## src/rtl/imem_loader.sv

```systemverilog
// Boot-time loader: receives a framed byte stream (count, payload, XOR checksum)
// and writes little-endian 32-bit words into imem from address 0, then releases the core.
//
// state | meaning
// HDR0  | waiting for word-count low byte
// HDR1  | waiting for word-count high byte; range check
// DATA  | assembling payload words and writing them to imem
// CSUM  | waiting for checksum byte
// RUN   | program verified, core released
// ERR   | frame rejected, core held off
module imem_loader #(
    parameter int ADDR_W = 8
) (
    input  logic              clk,
    input  logic              rst_n,
    input  logic              in_valid,
    input  logic [7:0]        in_data,
    output logic              in_ready,
    input  logic              reload,
    output logic              imem_we,
    output logic [ADDR_W-1:0] imem_addr,
    output logic [31:0]       imem_wdata,
    output logic              cpu_run,
    output logic              busy,
    output logic              err
);

    typedef enum logic [2:0] {
        HDR0 = 3'd0,
        HDR1 = 3'd1,
        DATA = 3'd2,
        CSUM = 3'd3,
        RUN  = 3'd4,
        ERR  = 3'd5
    } state_t;

    localparam logic [16:0] MAX_WORDS = 17'd1 << ADDR_W;

    state_t      state;
    state_t      nextState;
    logic [15:0] nCount;
    logic [15:0] wordCnt;
    logic [15:0] wordNext;
    logic [15:0] nFull;
    logic [1:0]  byteIdx;
    logic [23:0] wordBuf;
    logic [7:0]  xorAcc;
    logic        loading;
    logic        handshake;
    logic        restart;

    assign loading   = (state == HDR0) || (state == HDR1) || (state == DATA) || (state == CSUM);
    assign in_ready  = loading && rst_n;
    assign handshake = in_valid && in_ready;
    assign restart   = reload && ((state == RUN) || (state == ERR));
    assign wordNext  = wordCnt + 16'd1;
    assign nFull     = {in_data, nCount[7:0]};

    always_ff @(posedge clk or negedge rst_n) begin
        if (!rst_n) begin
            state <= HDR0;
        end else begin
            state <= nextState;
        end
    end

    always_comb begin
        nextState = state;
        case (state)
            HDR0: if (handshake) nextState = HDR1;
            HDR1: begin
                if (handshake) begin
                    if ({1'b0, nFull} > MAX_WORDS) begin
                        nextState = ERR;
                    end else if (nFull == 16'd0) begin
                        nextState = CSUM;
                    end else begin
                        nextState = DATA;
                    end
                end
            end
            DATA: if (handshake && (byteIdx == 2'd3) && (wordNext == nCount)) nextState = CSUM;
            CSUM: if (handshake) nextState = (in_data == xorAcc) ? RUN : ERR;
            RUN:  if (reload) nextState = HDR0;
            ERR:  if (reload) nextState = HDR0;
            default: nextState = HDR0;
        endcase
    end

    always_ff @(posedge clk or negedge rst_n) begin
        if (!rst_n) begin
            nCount     <= '0;
            wordCnt    <= '0;
            byteIdx    <= '0;
            wordBuf    <= '0;
            xorAcc     <= '0;
            imem_we    <= 1'b0;
            imem_addr  <= '0;
            imem_wdata <= '0;
            cpu_run    <= 1'b0;
            busy       <= 1'b0;
            err        <= 1'b0;
        end else begin
            imem_we <= 1'b0;
            // HDR0 is only re-entered via reset or reload, so any later loading state implies a byte arrived
            busy    <= (nextState == HDR1) || (nextState == DATA) || (nextState == CSUM);
            cpu_run <= (nextState == RUN);
            err     <= (nextState == ERR);
            if (restart) begin
                nCount  <= '0;
                wordCnt <= '0;
                byteIdx <= '0;
                wordBuf <= '0;
                xorAcc  <= '0;
            end else if (handshake) begin
                if (state != CSUM) begin
                    xorAcc <= xorAcc ^ in_data;
                end
                case (state)
                    HDR0: nCount[7:0]  <= in_data;
                    HDR1: nCount[15:8] <= in_data;
                    DATA: begin
                        byteIdx <= byteIdx + 2'd1;
                        // shift right so the first byte of a word ends up in the low lane
                        wordBuf <= {in_data, wordBuf[23:8]};
                        if (byteIdx == 2'd3) begin
                            imem_we    <= 1'b1;
                            imem_addr  <= wordCnt[ADDR_W-1:0];
                            imem_wdata <= {in_data, wordBuf};
                            wordCnt    <= wordNext;
                        end
                    end
                    default: ;
                endcase
            end
        end
    end

endmodule

```

## config.mk

```make
export PLATFORM = sky130hd
export DESIGN_NAME = imem_loader
export DESIGN_NICKNAME = d
export VERILOG_FILES = /design/src/rtl/imem_loader.sv
export SDC_FILE = /design/constraint.sdc
export NUM_CORES = 1
export LEC_CHECK = 0
export CORE_ASPECT_RATIO = 0.9
export CORE_MARGIN = 2
export CORE_UTILIZATION = 40
export CTS_BUF_LIST = sky130_fd_sc_hd__clkbuf_4 sky130_fd_sc_hd__clkbuf_8 sky130_fd_sc_hd__clkbuf_16
export DETAILED_ROUTE_END_ITERATION = 12
export GPL_ROUTABILITY_DRIVEN = 0
export GPL_TIMING_DRIVEN = 0
export RECOVER_POWER = 50
export SYNTH_ARGS = -nofsm -noshare
export SYNTH_HDL_FRONTEND = slang
export SYNTH_SLANG_ARGS = --single-unit
```

## constraint.sdc

```tcl
create_clock -name clk -period 2.4 [get_ports clk]
set_clock_uncertainty 0.15 [all_clocks]
set_input_delay 0.24 -clock clk [delete_from_list [all_inputs] [get_ports clk]]
set_output_delay 0.24 -clock clk [all_outputs]
set_load 0.005 [all_outputs]
```

registers.png
Other sequential cells in the stronger grey, the rest of the logic in the fainter grey.
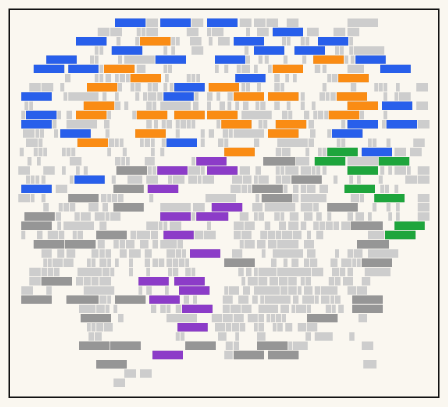
signal	colour	flops
`wordBuf`	orange	24
`imem_addr`	green	8
`nCount`	purple	16
`imem_wdata`	blue	32
sequential fraction of total cell area: 0.413
register area: 2830 sq um
sequential cell power: 2.40 mW
final core utilization: 0.519

metal_stack.png
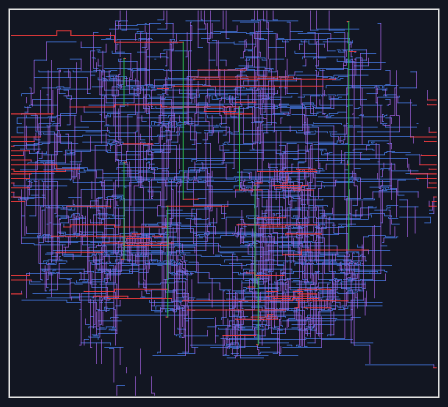
layer	colour	wire length
met4	green	263 um
met2	purple	6280 um
met1	blue	6700 um
met3	red	969 um
wire length per cell: 16.3 um
gr usage total: 0.204

final_clocks.png
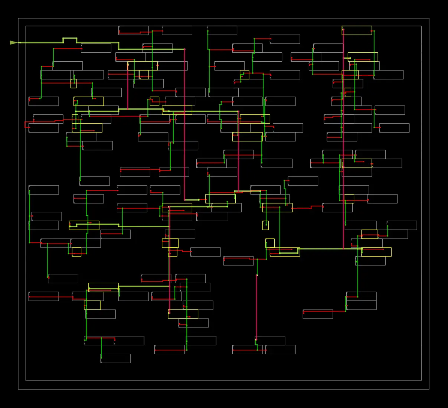
Clk. pwr: 2.33 mW
Clock Latency Late Sink: 0.42 ns
seq_cells: 113
clk_buf instances: 27
CTS sink cnt: 113

gate_families.png
The bar under the picture is 50 um long.
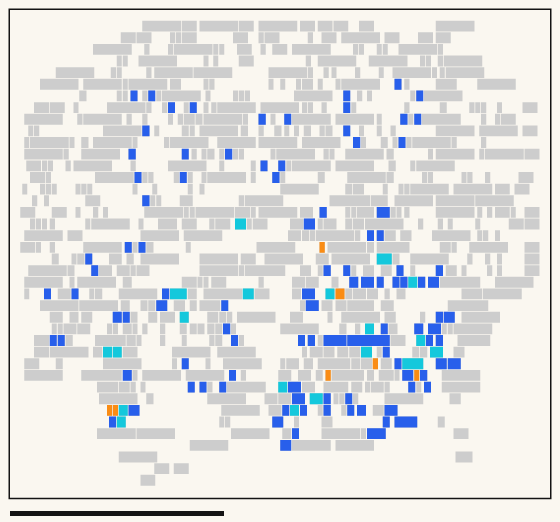
family	colour	cells
inverters	orange	7
inverting AOI/OAI gates	blue	101
AND and OR gates	cyan	19

## kinds of logic (layout without fill, tap and decap cells)
family | after synthesis | count (layout) | synth area share
buffers and inverters | 50 | 147 | 0.0368
and+or+nand+nor | 296 | 296 | 0.249
adders and majority gates | 2 | 2 | 0.00466
AOI/OAI and AO/OA | 108 | 108 | 0.122
xor gates and xnor gates | 28 | 28 | 0.0457
muxes | 8 | 8 | 0.0149
DFF | 113 | 113 | 0.527
## layout by cell type, fill, tap and decap left out, types with 4 or more instances in the layout
| master | Yosys | routed |
|---|---|---|
| nand2_1 | 195 | 195 |
| dfrtp_1 | 113 | 108 |
| a21oi_1 | 40 | 40 |
| o21ai_0 | 32 | 32 |
| nand3_1 | 31 | 31 |
| clkbuf_1 | 36 | 28 |
| nor2_1 | 27 | 25 |
| xnor2_1 | 25 | 25 |
| clkdlybuf4s50_1 | 0 | 25 |
| dlygate4sd3_1 | 0 | 23 |
| buf_4 | 1 | 17 |
| clkbuf_16 | 0 | 17 |
| mux2i_1 | 8 | 8 |
| nand4_1 | 7 | 7 |
| clkbuf_2 | 0 | 7 |
| clkbuf_4 | 0 | 7 |
| inv_1 | 6 | 6 |
| o31ai_1 | 7 | 6 |
| and2_1 | 5 | 5 |
| dfrtp_2 | 0 | 5 |
| a31oi_1 | 4 | 4 |
| o41ai_1 | 4 | 4 |
| clkbuf_8 | 0 | 4 |
| clkinv_2 | 0 | 4 |
## state kept, by name, indices dropped and copies added, names as in the netlist
register    flops
wordBuf        24
byteIdx         2
err             1
cpu_run         1
busy            1
xorAcc          8
nCount         16
state           3
imem_wdata     32
imem_we         1
wordCnt        16
imem_addr       8
## tightest hold or removal path, stage by stage
cell,delay (ns)
clkbuf_1,0.20
nand2_1,0.11
nand2_1,0.05
==> impl_metrics.toml <==
# generated from flow reports
[sta]
worst_pin_slew_ns = 1.01
hold_slack_ns = 0.0677
setup_slack_ns = 0.0514

[drt]
routed_wl_um = 14200
route.met3.wl_um = 968
drtPass1Iterations = 4
top_layer_used = "met4"
m1WireLength_um = 6700

[logic_synthesis]
post_synth.cell_area_avg_sq_um = 8.87
synth_top_cell_by_count = "nand2_1"
top_area_cell = "dfrtp_1"
synth_warnings = 0
common_cells = "nand2_1 (195), dfrtp_1 (113), a21oi_1 (40), clkbuf_1 (36), o21ai_0 (32)"
edf_count = 0
yosysSeqAreaShare = 0.527

[place]
hpwlAfterDp_um = 9400

[final_layout]
logic_area_sq_um = 2420
num-nets-final = 703
comb_cells = 442
clkCellAreaFrac = 0.0806
buffers_excl_clock = 108

[clock_tree]
cts_hold_buf = 2
clkTransAtPathRegs_ns = 0.05
clockBufferDepth = 2
cts_tree = "built"
htree_levels = 4

[critical_path]
cp.required_ns = 2.54
crit_path_max_fanout = 5
r2r_cells = 8
cp_num_buf_inv = 2
crit_start = "wordCnt[0]$_DFFE_PN0P_"

[status]
outcome = "complete, no violations"

[min_path]
worstHoldPathType = "input port to register"
worstHoldStart = "in_data[2]"

[floorplan]
dieArea_sq_um = 14400
tap_cells = 168

[flow_run]
tool_warnings = 26

[power]
power.leakage_nw = 3.20
clkPwrFrac = 0.400
seq_power_share = 0.414
ir_drop_uv = 559
No activity file was given, so power comes from the tool's default toggle rates.
